Met1 routing:
Supply wires on this layer in grey.
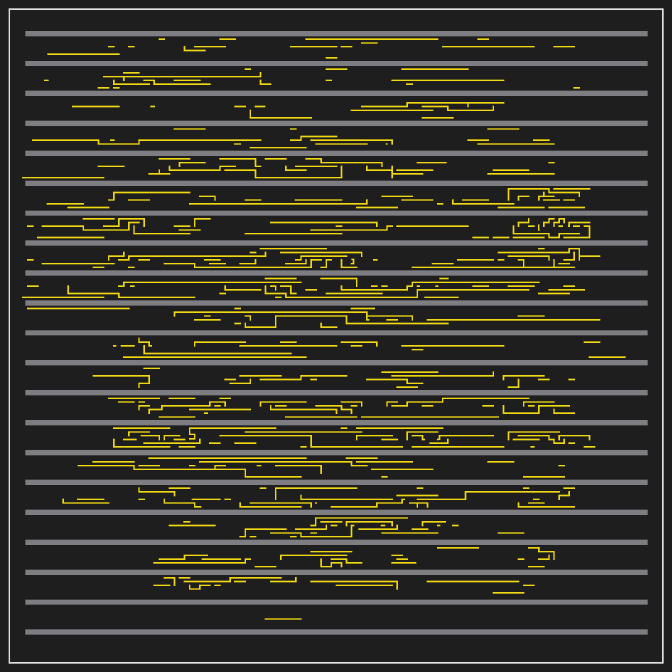
Cell classes on the final placement:
Bar = 20 um. Fill, decap, tap and diode cells in grey.
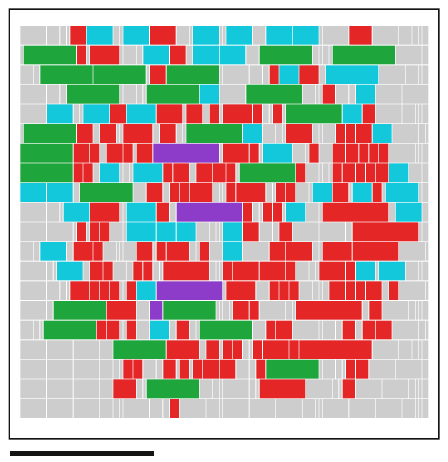
Metal layers overlaid:
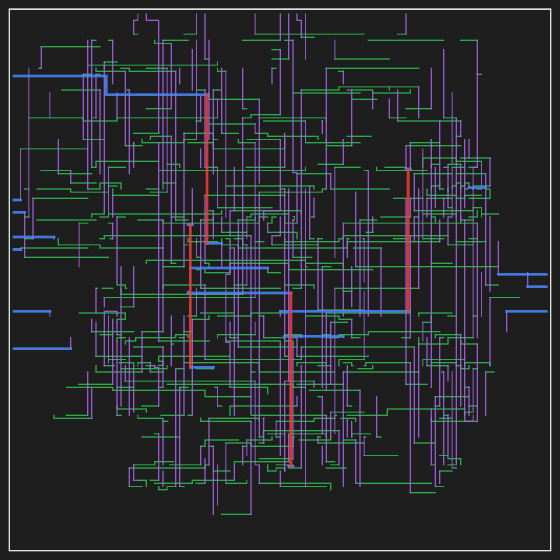
Placed standard cells:
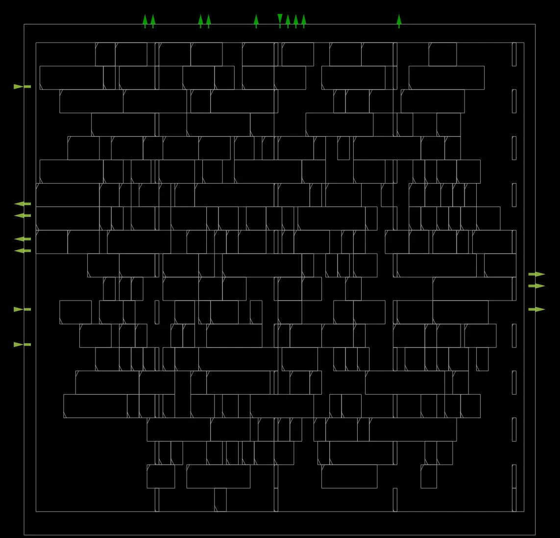
File: config.mk
export PLATFORM = sky130hd
export DESIGN_NAME = knight_rider_sweep
export DESIGN_NICKNAME = d
export VERILOG_FILES = /design/src/rtl/knight_rider_sweep.sv
export SDC_FILE = /design/constraint.sdc
export NUM_CORES = 1
export LEC_CHECK = 0
export ABC_AREA = 1
export CAP_MARGIN = 25
export CORE_MARGIN = 1
export CORE_UTILIZATION = 38
export CTS_BUF_LIST = sky130_fd_sc_hd__clkbuf_16
export DETAILED_ROUTE_END_ITERATION = 12
export MAX_ROUTING_LAYER = met4
export SLEW_MARGIN = 10
export SYNTH_ARGS = -nofsm -noshare
export SYNTH_HDL_FRONTEND = slang
export SYNTH_SLANG_ARGS = --single-unit
File: constraint.sdc
create_clock -name clock -period 1.76 [get_ports clock]
set_clock_uncertainty 0.2 [all_clocks]
set_input_delay 0.264 -clock clock [delete_from_list [all_inputs] [get_ports clock]]
set_output_delay 0.264 -clock clock [all_outputs]
set_load 0.01 [all_outputs]
File: src/rtl/knight_rider_sweep.sv
// knight_rider_sweep: single lit LED bouncing across the bank, with optional dwell at each end.
// Define KRF_TRAIL_EN to add a two-entry comet tail behind the lit LED.
module knight_rider_sweep #(
    parameter int NUM_LEDS  = 10,
    parameter int END_DWELL = 2,
    parameter int POS_W     = 4
) (
    input  logic                clock,
    input  logic                reset,
    input  logic                enable,
    input  logic                step,
    output logic [NUM_LEDS-1:0] leds,
    output logic [POS_W-1:0]    position,
    output logic                direction,
    output logic                end_pulse
);
    typedef enum logic [1:0] {IDLE, RUN, DWELL} state_t;
    localparam logic [POS_W-1:0] LAST = POS_W'(NUM_LEDS - 1);
    localparam logic [3:0] DW = 4'(END_DWELL);
    state_t state, state_n;
    logic [POS_W-1:0] pos_n, away;
    logic [3:0] cnt, cnt_n;
    logic flag, flag_n, dir_n, pulse_n, at_end;
    logic [NUM_LEDS-1:0] leds_n, tail_n;
    assign at_end = direction ? position == '0 : position == LAST;
    assign away = direction ? position + POS_W'(1) : position - POS_W'(1);
    always_ff @(posedge clock) begin
        if (reset) begin
            state <= IDLE;
            position <= '0;
            direction <= 1'b0;
            cnt <= '0;
            flag <= 1'b0;
            end_pulse <= 1'b0;
            leds <= '0;
        end else begin
            state <= state_n;
            position <= pos_n;
            direction <= dir_n;
            cnt <= cnt_n;
            flag <= flag_n;
            end_pulse <= pulse_n;
            leds <= leds_n;
        end
    end
    // flag remembers an interrupted dwell so re-enable resumes DWELL
    always_comb begin
        state_n = state;
        pos_n = position;
        dir_n = direction;
        cnt_n = cnt;
        flag_n = flag;
        pulse_n = 1'b0;
        if (!enable) begin
            state_n = IDLE;
        end else if (state == IDLE) begin
            state_n = flag ? DWELL : RUN;
        end else if (step) begin
            if (state == RUN) begin
                if (!at_end) begin
                    pos_n = direction ? position - POS_W'(1) : position + POS_W'(1);
                end else if (END_DWELL == 0) begin
                    dir_n = ~direction;
                    pos_n = away;
                    pulse_n = 1'b1;
                end else begin
                    state_n = DWELL;
                    cnt_n = 4'd1;
                    flag_n = 1'b1;
                end
            end else if (cnt < DW) begin
                cnt_n = cnt + 4'd1;
            end else begin
                dir_n = ~direction;
                pos_n = away;
                cnt_n = '0;
                flag_n = 1'b0;
                pulse_n = 1'b1;
                state_n = RUN;
            end
        end
    end
    assign leds_n = (state_n == IDLE) ? '0 : (NUM_LEDS'(1) << pos_n) | tail_n;
`ifdef KRF_TRAIL_EN
    logic [POS_W-1:0] h1, h2;
    logic [1:0] hv, hv_n;
    logic shift;
    // every accepted step moves the head or, while dwelling, folds the tail onto the end LED
    assign shift = enable && state != IDLE && step;
    assign hv_n = (state_n == IDLE) ? 2'b00 : shift ? {hv[0], 1'b1} : hv;
    assign tail_n = (hv_n[0] ? NUM_LEDS'(1) << (shift ? position : h1) : '0)
                  | (hv_n[1] ? NUM_LEDS'(1) << (shift ? h1 : h2) : '0);
    always_ff @(posedge clock) begin
        if (reset) begin
            h1 <= '0;
            h2 <= '0;
            hv <= 2'b00;
        end else begin
            hv <= hv_n;
            if (shift) begin
                h1 <= position;
                h2 <= h1;
            end
        end
    end
`else
    assign tail_n = '0;
`endif
endmodule

==> summary.txt <==
The full implementation flow was run.

The flow ran to the end, and the final reports show no timing, DRC or antenna violations. The number of global-route vias before repair stands at between 1000 and 1500. Entering global routing, the biggest net connects 14 pins. The vertical die dimension reported for this design is 59.27 um. The number of optimization iterations in the first detailed-route pass stands at 5. The report shows a maximum critical-path fanout of 6.

The first global-routing pass estimated 5.112 mm of wire. STA lists the endpoint of the worst register-to-register path as leds[6]. The final count of hold timing violations stands at 0.

Yosys attributes the largest share of cell area to dfxtp_1 (37%), nand2_1 (11%), nand3_1 (6.8%). The number of antenna violations at the first check in global routing stands at 0. TritonCTS built the clock tree. In this run the critical register-to-register path is launched from position[1]. The total vias in the final route stands at 1222. For the worst flop-to-flop path, the logic depth is 9. The initial core utilization stands at approximately two fifths. The hold buffer count at CTS stands at 0.

The post-detailed-placement half-perimeter wirelength stands at between 2 and 2.5 mm. STA classifies the critical path startpoint as a register. After the last flow step, the layout net total stands at around 220. The number of instances in the synthesized netlist stands at 171. The number of standard-cell rows in the floorplan stands at 20. Dividing the synthesized area by the synthesized cell count gives between 7 and 8 um^2. After detailed placement, the design holds a cell count of between 200 and 250.

The highest attainable clock frequency stands at 568.4 MHz. Max-slew check failures listed in the final report amount to 0. The average wire per standard cell stands at 12.73 um.

Per the synthesis report, the dominant area consumer among library cells is dfxtp_1. The setup-violating endpoint count in the final report stands at 0. CTS saw 23 sinks. The post-synthesis instance area stands at 1246 um^2. The max-cap violation count stands at 0. Summing the sequential cell areas from Yosys gives 36.95% of the chip area. The floorplan net count stands at 179. The worst setup path is captured at a register. The slew at the pin closest to its max-slew limit stands at 291.1 ps.

Across every metal layer, demand over resource in global routing totals slightly above 20%. Setup repair after global routing could not meet its margin everywhere. The script logs the ratio of routed vias to standard cells as 4.718. The worst setup path is of the reg2reg kind. The clock latency on the worst-skew pair stands at 250 ps.

The maximum buffer depth of the clock tree stands at 2. After floorplanning, the die was sized to cover approximately 3500 um^2. The power per cell area stands at 600.1 nW/um^2. The final standard cell area without fillers stands at 1927 um^2. The number of distinct library cell variants in the gate-level netlist after synthesis stands at 26. The final antenna-violating net count stands at 0.

Looking at the clock tree report, the H-tree level count equals 1. The clock input transition at the sequential cells of the worst setup and hold paths stands at 60 ps. The report gives the cell count of the worst hold path as 2.

The analysis attributes to cell leakage a power of between 0.8 and 0.9 nW. The final weighted congestion recorded by global placement is approximately 0.8. Excluding fillers, the count of instances in the completed layout stands at 259. The number of buffers inserted by port buffering stands at 19. The total cells reported by yosys after synthesis stands at around 170. Checking max transition, the worst relative margin is 80.54%. The required time reported for the critical path endpoint stands at 1710 ps. The fraction of post-synthesis cell area in the top cell type by area stands at between 30% and 40%.

The floorplan step set the die width to 59.27 um. The final period demand of the worst path stands at 1759 ps. After detailed routing, the number of remaining DRC violations is 0. In the final layout, the share of cells above drive strength 1 is 41.40%. The yosys-reported design area after synthesis stands at 1246 um^2. Per the detailed placement report, the placed cell area equals 1619 um^2. The iteration-0 DRC count of the detailed router stands at 56. Total power for the finished layout comes to 1.156 mW. Relative to the synthesized area, the layout overhead comes to 54.62%.

The arrival time of data at the worst endpoint is listed as around 1700 ps. The tightest min-delay check is of the reg2reg type. The global-route congestion overflow total stands at 0. The most common logic cells in the final layout are nand2_1 (31), dfxtp_1 (18), clkdlybuf4s50_1 (18), buf_4 (18), nor2_1 (15). Once synthesis finished, the tally of register bits stood at 23. The worst-case reg-to-reg setup slack stands at 0.7 ps. For hold timing, the worst endpoint is cnt[3]. Per the CTS log, the root buffer master is clkbuf_16.

Warnings raised by the tools during the run amount to 29. Per the TritonCTS log, the buffer count is 3. The number of inserted diodes stands at 0.

In this run the VDD rail shows a maximum IR drop of 0.4927 mV. The library cell used most frequently in the layout, excluding fill and tap cells, is nand2_1. The total length of routed wires stands at 3.298 mm. During synthesis, Yosys emitted a total of 0 warnings.
-- 'met1 routing' (at the start) --
wire length on this layer = 1420 um
share of all routed wire = 43%
main direction = horizontal

-- 'cell classes on the final placement' (at the start) --
combinational and other logic -> red  # cells 145
clock drivers and dummy loads -> purple  # cells 4
remaining buffers and delay cells -> cyan  # cells 43
sequential cells -> green  # cells 23

-- 'metal layers overlaid' (at the start) --
metal 2 -> purple  # wire length 1720 um
metal 3 -> blue  # wire length 98.8 um
metal 1 -> green  # wire length 1420 um
metal 4 -> red  # wire length 66.6 um

-- 'placed standard cells' (at the start) --
number of fillers in the final layout: 272
sequential cell area share: 24.35%
sequential cell count: 23
area of the core: 3078 um^2

## kinds of logic (layout without fill, tap and decap cells)
family,count (synthesis),after routing,share of synthesized area (%)
and+or+nand+nor,101,101,41.77
adders and majority gates,4,4,4.016
xor gates and xnor gates,1,1,0.7029
AOI/OAI and AO/OA,12,12,6.025
DFF,23,23,36.95
buffers and inverters,30,74,10.54
## how the worst max path moves through the flow
stage | start | endpoint | slack [ps]
2_1_floorplan | position[0] | leds[2] | 8
3_3_place_gp | step | leds[7] | -140
3_5_place_dp | enable | leds[2] | -150
4_1_cts | position[2] | position[2] | 1
5_1_grt | position[1] | leds[5] | -80
6_report | position[1] | leds[6] | 0.7
## repair_timing
action,CTS,global route
pin swaps,5,31
setup buffers,0,6
setup endpoints to repair,10,14
gates resized,7,40
## through the flow
| stage | util, % | hold WS [ps] | setup slack, ps |
|---|---|---|---|
| floorplan | - | 218.4 | 8.121 |
| global placement | 52.60 | 227.1 | -136.0 |
| detailed placement | 52.60 | 236.6 | -153.0 |
| CTS | 56.54 | 246.0 | 1.210 |
| global route | 62.60 | 274.4 | -77.99 |
| finish | 62.60 | 243.6 | 0.6858 |
## critical path, cell delays in order, from the launching register on
cell and delay, ps:
dfxtp_2 350, inv_4 60, ha_4 250, xnor2_4 180, buf_6 120, nand4_1 140, nand3_4 190, inv_4 60
nand2_4 70, nor2_2 40
## registers in the layout, summed over array words and instances (netlist names)
name       count
leds          10
cnt            4
end_pulse      1
flag           1
state          2
direction      1
position       4
## cells in the mapped netlist
cell type and count:
a21oi_2 1, inv_4 1, nand4_1 5, inv_1 18, ha_1 4, nand3_2 8, nand2_4 3, nand2_2 7
o21ai_0 2, o21a_1 1, clkbuf_1 1, nand3_1 17, a221oi_1 1, nand2_1 36, dfxtp_1 23, xnor2_1 1
buf_4 1, nor2_4 2, clkinv_4 1, o21bai_1 1, nor2_1 22, buf_6 1, nor2_2 1, a211oi_1 1
a21oi_1 5, inv_2 7
## where the power goes
part	internal [mW]	leakage (nW)	switching, mW	total (mW)
sequential	0.527	0.189	0.00538	0.532
combinational	0.0597	0.611	0.0764	0.136
clock	0.305	0.0409	0.183	0.488
total	0.892	0.841	0.264	1.16
## layer usage
metal	vias to the layer above	routed length, um	part of all wire (%)	global-route usage, %
li1	627	-	-	-
met2	21	1715	52	33.87
met5	-	0	0	-
met3	9	98	3.0	3.712
met4	0	66	2.0	8.163
met1	565	1417	43	24.16
## area by class of cell
| type | instances | area share [%] |
|---|---|---|
| multi-input combinational | 118 | 41.62 |
| sequential | 23 | 24.35 |
| timing repair buffer | 43 | 20.97 |
| inverter | 27 | 6.039 |
| clock buffer | 3 | 3.896 |
| tap | 44 | 2.857 |
| clock inverter | 1 | 0.2597 |
Power and IR drop assume default switching activity.
